File: src/rtl/muldiv_unit.sv
// Iterative 32x32 multiply / divide unit with HI/LO result registers.
// Fixed 34-edge schedule: latch at E0, 32 iterations, sign fix-up and writeback at E33.
module muldiv_unit (
  input  logic        clk,
  input  logic        rst,
  input  logic        start,
  input  logic [1:0]  op,
  input  logic [31:0] a,
  input  logic [31:0] b,
  input  logic        hi_we,
  input  logic        lo_we,
  input  logic [31:0] wdata,
  output logic        busy,
  output logic        done,
  output logic [31:0] hi,
  output logic [31:0] lo
);

  typedef enum logic [1:0] {IDLE, CALC, FINISH} state_t;

  state_t      state;
  logic [4:0]  count;
  logic        is_div_q;
  logic        neg_res_q;
  logic        neg_rem_q;
  logic        b_zero_q;
  logic [31:0] a_q;
  logic [31:0] m_q;       // multiplicand / divisor magnitude
  logic [31:0] acc_hi;    // partial product upper word / partial remainder
  logic [31:0] acc_lo;    // multiplier bits / quotient bits

  // Operand decode at the accept edge; op[0]=0 selects the signed variants.
  logic        is_signed;
  logic [31:0] a_mag;
  logic [31:0] b_mag;

  always_comb begin
    is_signed = ~op[0];
    a_mag     = (is_signed && a[31]) ? -a : a;
    b_mag     = (is_signed && b[31]) ? -b : b;
  end

  // One iteration of shift-add multiply and restoring shift-subtract divide.
  logic [32:0] mul_sum;
  logic [32:0] div_shift;
  logic        div_ge;
  logic [31:0] div_diff;

  always_comb begin
    mul_sum   = {1'b0, acc_hi} + (acc_lo[0] ? {1'b0, m_q} : 33'd0);
    div_shift = {acc_hi, acc_lo[31]};
    div_ge    = div_shift >= {1'b0, m_q};
    // When div_ge holds the true difference is below the divisor, so 32 bits suffice.
    div_diff  = div_shift[31:0] - m_q;
  end

  // Sign correction applied at the FINISH edge.
  logic [63:0] prod_fix;
  logic [31:0] quo_fix;
  logic [31:0] rem_fix;

  always_comb begin
    prod_fix = neg_res_q ? -{acc_hi, acc_lo} : {acc_hi, acc_lo};
    quo_fix  = neg_res_q ? -acc_lo : acc_lo;
    rem_fix  = neg_rem_q ? -acc_hi : acc_hi;
  end

  always_ff @(posedge clk) begin
    // NOTE: every register here uses <= so all updates see pre-edge values, whatever the statement order.
    if (rst) begin
      state     <= IDLE;
      busy      <= 1'b0;
      done      <= 1'b0;
      hi        <= '0;
      lo        <= '0;
      count     <= '0;
      is_div_q  <= 1'b0;
      neg_res_q <= 1'b0;
      neg_rem_q <= 1'b0;
      b_zero_q  <= 1'b0;
      a_q       <= '0;
      m_q       <= '0;
      acc_hi    <= '0;
      acc_lo    <= '0;
    end else begin
      done <= 1'b0;
      unique case (state)
        IDLE: begin
          if (hi_we) hi <= wdata;
          if (lo_we) lo <= wdata;
          if (start) begin
            state     <= CALC;
            busy      <= 1'b1;
            count     <= 5'd31;
            is_div_q  <= op[1];
            neg_res_q <= is_signed && (a[31] ^ b[31]);
            neg_rem_q <= is_signed && a[31];
            b_zero_q  <= (b == 32'd0);
            a_q       <= a;
            m_q       <= b_mag;
            acc_hi    <= '0;
            acc_lo    <= a_mag;
          end
        end
        CALC: begin
          if (is_div_q) begin
            acc_hi <= div_ge ? div_diff : div_shift[31:0];
            acc_lo <= {acc_lo[30:0], div_ge};
          end else begin
            acc_hi <= mul_sum[32:1];
            acc_lo <= {mul_sum[0], acc_lo[31:1]};
          end
          if (count == 5'd0) state <= FINISH;
          else               count <= count - 5'd1;
        end
        FINISH: begin
          state <= IDLE;
          busy  <= 1'b0;
          done  <= 1'b1;
          if (!is_div_q) begin
            hi <= prod_fix[63:32];
            lo <= prod_fix[31:0];
          end else if (b_zero_q) begin
            hi <= a_q;
            lo <= 32'hFFFF_FFFF;
          end else begin
            hi <= rem_fix;
            lo <= quo_fix;
          end
        end
        default: begin
          state <= IDLE;
          busy  <= 1'b0;
        end
      endcase
    end
  end

endmodule
File: config.mk
export PLATFORM = sky130hd
export DESIGN_NAME = muldiv_unit
export DESIGN_NICKNAME = d
export VERILOG_FILES = /design/src/rtl/muldiv_unit.sv
export SDC_FILE = /design/constraint.sdc
export NUM_CORES = 1
export LEC_CHECK = 0
export CAP_MARGIN = 15
export CORE_MARGIN = 8
export CORE_UTILIZATION = 45
export CTS_CLUSTER_DIAMETER = 100
export DETAILED_ROUTE_END_ITERATION = 8
export PLACE_DENSITY = 0.66
export SYNTH_ARGS = -nofsm -noshare
export SYNTH_HDL_FRONTEND = slang
export SYNTH_SLANG_ARGS = --single-unit
File: constraint.sdc
create_clock -name clk -period 5.4 [get_ports clk]
set_input_delay 1.08 -clock clk [delete_from_list [all_inputs] [get_ports clk]]
set_output_delay 1.08 -clock clk [all_outputs]
set_load 0.02 [all_outputs]
Fig. 1: run 1, nets reached from selected ports
Scale bar: 50 um.
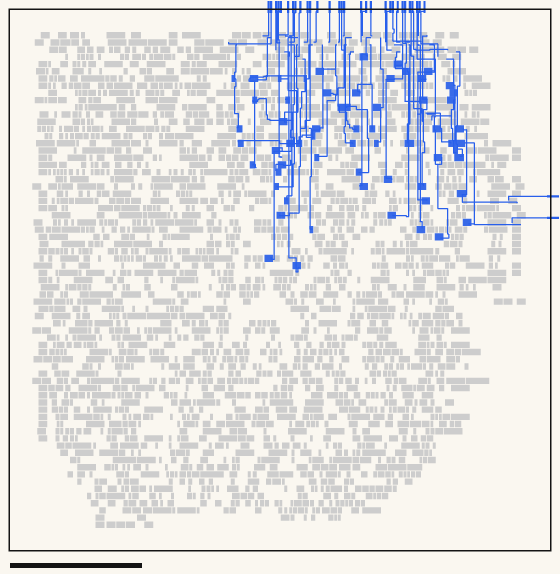
colour	port	bits	direction	end cells	buffers	wire
blue	`wdata`	32	input	65	32	2450 um
I/O pin cnt: 169
PortBufs: 168

Fig. 2: run 1, cell classes on the final placement
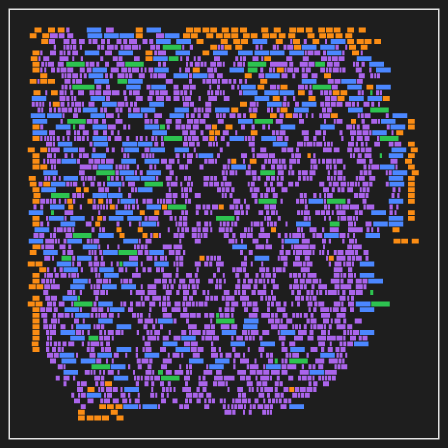
colour	class	cells	share of their area
green	clock drivers and dummy loads	46	4.6%
blue	flops	205	23%
purple	all other logic	1804	62%
orange	other buffers and delay cells	197	10%
design area: 18700 um2
Core Util, Final: 0.530
core box area: 35200 um2

==> out/results.ini, run 1 <==
[outcome]
status=completed

[pwr]
finalPower_w=0.00500
p_leak_nw=7.01
peakVddDrop_v=0.000215
power_clock_w=0.00172
pwr-share-comb=0.292
power-top-group=registers
powerDensity_nw_per_um2=268
p_clk_frac=0.343
power_frac_seq=0.365
power.internal_w=0.00323
p_switching_w=0.00178

[placed_design]
dp_slack_ps=1020
dp.cells=2666
dp_hpwl_um=46700
place_area_um2=17800
gp_congestion=0.976

[final_timing]
relSlewSlack=0.261
setup_viol=0
period_needed_ps=4080
max_freq_mhz=245
rsz0062_at_grt=false
final_max_slew_viol_count=0
finalHoldViolCount=0
skew_ps=13.3
hold-worst-slack_ps=448
setup_tns_ps=0
worstMarginPinSlew_ps=1100

[yosys]
synth_top_cell_by_area=dfxtp_1
synth_top_cell_by_count=a21oi_1
fp_nets=2338
synth.cell_area_um2=15900
yosysChipArea_um2=15900
edf_count=0
synthArstFlopShare=0
synth_top_flop_cell=dfxtp_1
ys_top_cells_by_count=a21oi_1 (245), nand2_1 (224), nor2_1 (222)
post_synth.cell_area_avg_um2=7.36
yosys_cells=2163
synthCells=2163
netlist-cell-type-count=81
postSynthSeqShare=0.258
top_cell_area_share=0.258
synth.area.top_cells=dfxtp_1 (26%), a21oi_1 (7.7%), ha_1 (5.5%)

[global_route]
grt_pass1_vias=15877
grtUsageTotal=0.283
grt_antenna_before_repair=1
grt_max_degree=93
overflow=0

[floorplanning]
dieWidth_um=204
chipArea_um2=41600
dieHeight_um=204

[worst_setup_path]
crit_end=hi[20]$_SDFFE_PP0P_
ff2ff_path_depth=12
r2r_end=hi[20]$_SDFFE_PP0P_
critPathTopFamily=simple AND/OR/NAND/NOR gates
regToRegSetupSlack_ps=1320
cp.depth=12
end_kind=register
cp.arrival_ps=4490
crit_slowest_cell=nor3_1
path_max_fanout=32
r2r-start=acc_lo[0]$_SDFFE_PP0P_
cp.buffers_inverters=4
path_cells=inv_1 > buf_4 > ha_1 > inv_1 > nor3_1 > nand4_2 > or2_1 > nor2_1 > a21oi_1 > a2111oi_0 > buf_4 > nor3_1
required_ps=5810
crit_start=acc_lo[0]$_SDFFE_PP0P_
critical_path.startpoint_type=register
critPathMaxStageDelay_ps=550

[drt]
drc=0
vias=17180
drt_iter0_markers=1964
routed_wl_um=61800
via_per_inst=6.33
wl_per_cell_um=22.8

[clocking]
cts_resized=0
numClockSinks=205
clkTransAtPathRegs_ps=70
cts_buffer_depth=3
insertion_delay_ps=560
postCtsSetupBuffers=0
cts_root_buf=clkbuf_16
htree_levels=1
numCtsBuffers=25

[job]
warnings=27

[min_path]
min_path_type=reg2reg
min-delay-start=lo[2]$_SDFFE_PP0P_
hold_depth=2

[finish]
drive_gt1_frac=0.0591
stdcell_count=2716
layout_top_cells=a21oi_1 (245), nand2_1 (224), nor2_1 (218), dfxtp_1 (203), clkdlybuf4s50_1 (167)
layout_top_cell=a21oi_1

Fig. 3: run 1, cell density map
20 x 20 tiles, from black (low) to pale yellow (high), 0 to 100% covered.
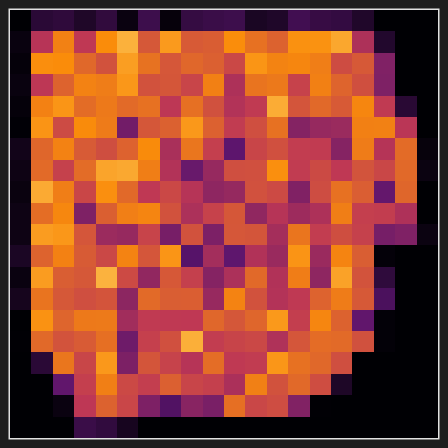
tiles over 75% full	8.0%
fullest tile	83%
emptiest ninth of the die	lower right
nearly empty tiles	18%
mean over tiles	44%
fp util: 0.452

## run 1: layout make-up
class | count | area, um2
fill | 3501 | 16500
tap | 461 | 577
sequential | 205 | 4110
timing repair buffer | 197 | 1900
inverter | 67 | 251
clock buffer | 36 | 737
antenna | 3 | 7.51
clock inverter | 10 | 95.1
multi-input combinational | 1737 | 11000
## run 1: kinds of logic after synthesis
kind of cell / after synthesis / synth area share
compound gates: 746 / 0.299
simple gates: 698 / 0.206
buf+inv: 221 / 0.0525
flops: 205 / 0.258
xor+xnor: 167 / 0.0919
fa+ha+maj: 72 / 0.0576
mux: 54 / 0.0353
## run 1: metal layers
metal  GRT usage  part of all wire
met3      0.0528             0.095
met2       0.425              0.43
met4      0.0890             0.034
met5           0           0.00018
met1       0.402              0.44
Fig. 4: run 1, cells by drive strength
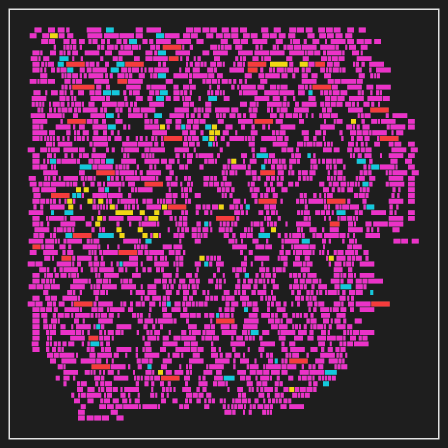

==> run 2, diff against run 1 <==
- PLACE_DENSITY: 0.66 -> 0.68
- clock period: 5.4 -> 3.65 ns (I/O delays scaled with it)
Fig. 5: run 2, cells by drive strength
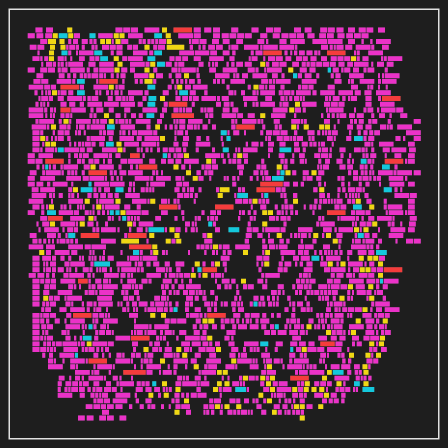
colour	size	cells	share
cyan	drive 2	67	2.8%
red	drive 6 and up	34	1.4%
magenta	drive 1 or less	2115	88%
yellow	drive 3 to 4	189	7.9%
PnR worst setup slack: 147 ps
Non-clk bufs: 352
Area Growth Syn to Fin: 25.0%
design area: 19900 um2

Fig. 6: run 2, congestion heat map
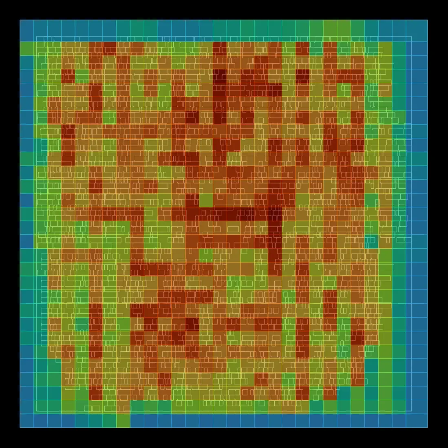
met3 Resource Use GR: 0.0583
Core Util, Final: 0.565
Global Route met2 Usage: 0.463

==> run 2 against run 1 <==
Compared with the run above: synthesized area stayed put; first-iteration DRC count down 14%; global-route usage increased by 1.8 points; clock skew is 14 ps higher; synthesized cell count unchanged; fmax increased by 16%; worst setup slack worse by 1200 ps.
==> out/results.ini, run 2 <==
[pwr]
power.internal_w=0.00492  ; +53%
p_leak_nw=7.80  ; +11%
power_clock_w=0.00256  ; +49%
powerDensity_nw_per_um2=384  ; +43%
pwr-share-comb=0.320  ; +0.028
power-top-group=registers
peakVddDrop_v=0.000358  ; +66%

[finish]
stdcell_count=2866  ; +5.5%
drive_gt1_frac=0.121  ; +0.0615
layout_top_cells=a21oi_1 (245), nand2_1 (224), nor2_1 (218), dfxtp_1 (202), buf_4 (182)
antennaDiodeCount=0  ; -3
layout_top_cell=a21oi_1

[placed_design]
dp_hpwl_um=50900  ; +9.0%
gp_congestion=0.983  ; +0.69%
dp.cells=2822  ; +5.9%

[outcome]
status=completed

[job]
warnings=27  ; unchanged

[worst_setup_path]
cp.depth=12  ; unchanged
required_ps=4100  ; -1710 ps
crit_end=acc_hi[28]$_SDFFE_PP0P_
ff2ff_path_depth=12  ; unchanged
critPathMaxStageDelay_ps=450  ; -100 ps
r2r-start=m_q[4]$_SDFFE_PP0P_
crit_start=m_q[4]$_SDFFE_PP0P_
crit_slowest_cell=o41ai_2
critPathTopFamily=AND-OR/OR-AND gates
cp.arrival_ps=3950  ; -540 ps
critical_path.startpoint_type=register
regToRegSetupSlack_ps=150  ; -1170 ps

[drt]
wl_per_cell_um=22.8  ; +0.19%
routed-wl-met2_um=28400  ; +7.3%
vias=17831  ; +3.8%
top_layer=met4
routed_wl_um=65400  ; +5.7%

[yosys]
ys_sh_simple=0.206  ; unchanged
edf_count=0  ; unchanged
xor_area_frac=0.0919  ; unchanged
postSynthSeqShare=0.258  ; unchanged
ys_sh_adder=0.0576  ; unchanged
synth_top_cell_by_area=dfxtp_1
top_cell_area_share=0.258  ; unchanged
synth_top_cell_by_count=a21oi_1
yosys_cells=2163  ; unchanged
netlist-cell-type-count=81  ; unchanged
ys_top_cells_by_count=a21oi_1 (245), nand2_1 (224), nor2_1 (222)
yosys.area_share.aoi=0.299  ; unchanged
yosysChipArea_um2=15900  ; unchanged
ys_sh_mux=0.0353  ; unchanged
synthCells=2163  ; unchanged
logic_family=AND-OR/OR-AND gates
synth.cell_area_um2=15900  ; unchanged

[global_route]
met1_usage=0.427  ; +0.0248
grt_max_degree=81  ; -13%
grt_pass1_vias=16598  ; +4.5%
top_usage_layer=met2
grt_antenna_before_repair=0  ; -1

[clocking]
cts_buffer_depth=3  ; unchanged
clkTransAtPathRegs_ps=70  ; about the same
insertion_delay_ps=560  ; about the same
cts_resized=2  ; +2

[final_timing]
final_max_slew_viol_count=0  ; unchanged
relSlewSlack=0.394  ; +0.133
skew_ps=27.7  ; +14.3 ps
max_freq_mhz=285  ; +16%
worstMarginPinSlew_ps=907  ; -197 ps
rsz0062_at_grt=false
hold-worst-slack_ps=453  ; +4.56 ps
period_needed_ps=3500  ; -576 ps

[floorplanning]
dieHeight_um=204  ; unchanged
chipArea_um2=41600  ; unchanged
dieWidth_um=204  ; unchanged
core_region_area_um2=35200  ; unchanged

[min_path]
min_path_type=reg2reg

Fig. 7: run 2, cell classes on the final placement
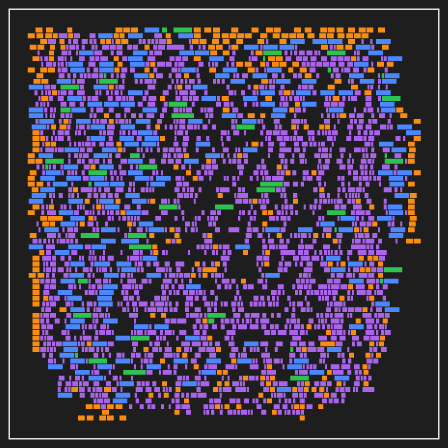
colour	class	cells	share of their area
blue	flops	205	21%
orange	other buffers and delay cells	352	16%
purple	all other logic	1804	58%
green	clock drivers and dummy loads	44	4.3%
flop share of the area: 0.207
standard-cell rows: 69

[run 2: cell counts after synthesis]
Identical to the previous run, type by type.
[run 2: cell type report]
cell class | instances | area, um2 | share of cell area
multi-input cells | 1737 | 11000 | 0.554
flip-flops and latches | 205 | 4110 | 0.207
repair buffers | 352 | 3100 | 0.156
clock buffers | 32 | 661 | 0.0332
well taps | 461 | 577 | 0.0290
inverters | 67 | 251 | 0.0126
clock inverters | 12 | 166 | 0.00837
[run 2: through the flow]
stage	setup slack [ps]	util	instance area, um2	total power, W	TNS (ps)
3_3_place_gp	-214	0.540	19000	0.00502	-484
6_report	147	0.565	19900	0.00764	0
5_1_grt	31.2	0.565	19900	0.00796	0
2_1_floorplan	290	-	15900	0.00404	0
3_5_place_dp	-327	0.540	19000	0.00505	-523
4_1_cts	52.0	0.564	19900	0.00760	0
==> run 3, diff against run 2 <==
- CTS_CLUSTER_DIAMETER: 100 -> default
- SKIP_CTS_REPAIR_TIMING: default -> 1
Fig. 8: run 3, cell density map
20 x 20 tiles, from black (low) to pale yellow (high), 0 to 100% covered.
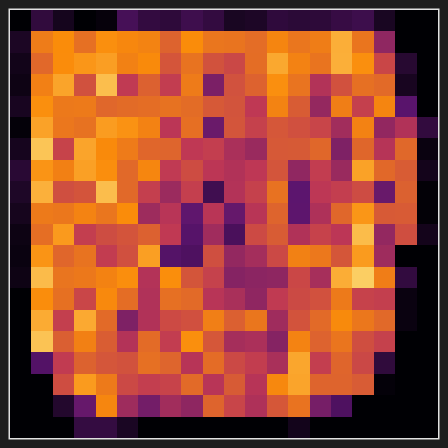
tiles over 75% full	11%
fullest tile	89%
nearly empty tiles	13%
mean over tiles	46%
densest ninth of the die	middle left
emptiest ninth of the die	lower right

Fig. 9: run 3, congestion heat map
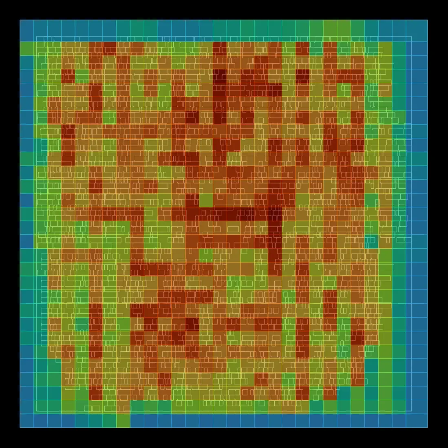
GR peak layer: met2
GR Util All Layers: 0.301
met1 usage: 0.427
DR WL/cell: 22.8 um

==> run 3 against run 2 <==
Compared with the run above: design area unchanged; sequential power about the same; worst hold slack is the same; power unchanged; sequential cell count stayed put; largest cell class unchanged.
==> out/results.ini, run 3 <==
[finish]
clock_buffer_count=32  ; unchanged
design_area_um2=19900  ; unchanged
sh_seq_area=0.207  ; unchanged
clock_area_frac=0.0416  ; unchanged
antennaDiodeCount=0  ; unchanged
final_util=0.565  ; unchanged
area_growth_pct=25.0  ; unchanged
regArea_um2=4110  ; unchanged
comb_cells=1737  ; unchanged
buf_share=0.156  ; unchanged
nNonClkBuffers=352  ; unchanged
stdcell_count=2866  ; unchanged
layout_top_cell=a21oi_1
comb_area_frac=0.554  ; unchanged
inverters=67  ; unchanged
fillerInstances=3421
drive_gt1_frac=0.121  ; unchanged
layout_top_cells=a21oi_1 (245), nand2_1 (224), nor2_1 (218), dfxtp_1 (202), buf_4 (182)
area.combinational_um2=11000  ; unchanged
nFlopsAndLatches=205  ; unchanged

[clocking]
cts_buffer_depth=3  ; unchanged
numClockSinks=205
clkTransAtPathRegs_ps=70  ; about the same

[worst_setup_path]
cp.arrival_ps=3950  ; about the same
ff2ff_path_depth=12  ; unchanged
r2r-start=m_q[4]$_SDFFE_PP0P_
critical_path.startpoint_type=register
path_max_fanout=4
critPathTopFamily=AND-OR/OR-AND gates
path_cells=inv_1 > nor2_1 > ha_1 > a2111oi_2 > o31a_1 > nor4_1 > o41ai_2 > o21ai_1 > a221oi_2 > buf_4 > nor4b_1 > o41ai_1
crit_slowest_cell=o41ai_2

[yosys]
logic_family=AND-OR/OR-AND gates
postSynthSeqShare=0.258  ; unchanged
synth_top_cell_by_count=a21oi_1
yosys.area_share.aoi=0.299  ; unchanged
xor_area_frac=0.0919  ; unchanged
synth_top_cell_by_area=dfxtp_1
ys_top_cells_by_count=a21oi_1 (245), nand2_1 (224), nor2_1 (222)
ys_sh_mux=0.0353  ; unchanged
yosysChipArea_um2=15900  ; unchanged
synthCells=2163  ; unchanged
synth.cell_area_um2=15900  ; unchanged
top_cell_area_share=0.258  ; unchanged
ys_sh_simple=0.206  ; unchanged
edf_count=0  ; unchanged

[global_route]
grt_pass1_vias=16598  ; unchanged
grt.met2_usage=0.463  ; unchanged
grt_max_degree=81  ; unchanged
grt_antenna_before_repair=0  ; unchanged
met3_usage=0.0583  ; unchanged

[outcome]
status=completed

[pwr]
peakVddDrop_v=0.000358  ; unchanged
p_leak_nw=7.80  ; unchanged
pwr-share-comb=0.320  ; about the same
power-top-group=registers
finalPower_w=0.00764  ; unchanged
power_clock_w=0.00256  ; about the same

[floorplanning]
dieWidth_um=204  ; unchanged
nWellTaps=461  ; unchanged
core_region_area_um2=35200  ; unchanged
dieHeight_um=204  ; unchanged

[min_path]
min_path_type=reg2reg

[drt]
routed-wl-met2_um=28400  ; unchanged
vias=17831  ; unchanged
routed_wl_um=65400  ; unchanged

[final_timing]
max_freq_mhz=285  ; unchanged
timing.final.ws_setup_ps=147  ; unchanged
period_needed_ps=3500  ; unchanged
worstMarginPinSlew_ps=907  ; unchanged
skew_ps=27.7  ; unchanged
hold-worst-slack_ps=453  ; unchanged
relSlewSlack=0.394  ; unchanged
rsz0062_at_grt=false

[placed_design]
dp_hpwl_um=50900  ; unchanged
dp.cells=2822  ; unchanged
place_area_um2=19000  ; unchanged
gp_congestion=0.983  ; unchanged
dp_slack_ps=-327  ; unchanged

[job]
warnings=27  ; unchanged

Fig. 10: run 3, nets reached from selected ports
Scale bar: 50 um.
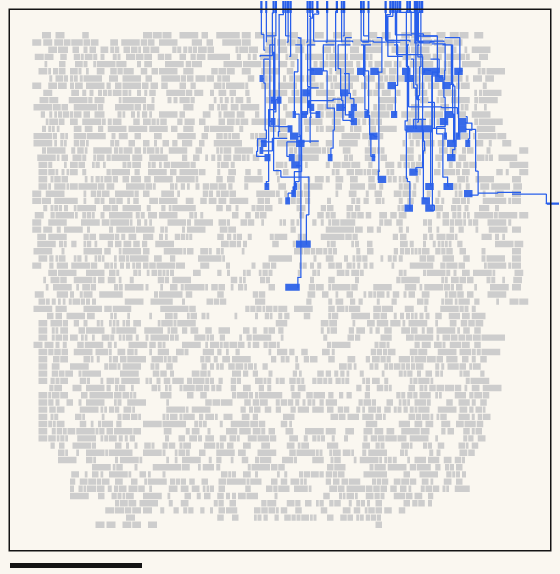
colour	port	bits	direction	end cells	buffers	wire
blue	`wdata`	32	input	65	32	2220 um

==> run 3: cell counts after synthesis <==
Identical to the previous run, type by type.
==> run 3: worst max path at each step <==
stage	start	to	slack [ps]	cells after the start
final	m_q[4]$_SDFFE_PP0P_	acc_hi[28]$_SDFFE_PP0P_	150	12
after CTS	acc_lo[4]$_SDFFE_PP0P_	hi[20]$_SDFFE_PP0P_	-40	9
after floorplan	acc_lo[0]$_SDFFE_PP0P_	acc_hi[28]$_SDFFE_PP0P_	290	13
after detailed placement	a[1]	acc_lo[30]$_SDFFE_PP0P_	-330	11
after global routing	m_q[4]$_SDFFE_PP0P_	acc_hi[24]$_SDFFE_PP0P_	30	13
after global placement	a[0]	acc_lo[30]$_SDFFE_PP0P_	-210	11
Power and IR drop assume default switching activity.
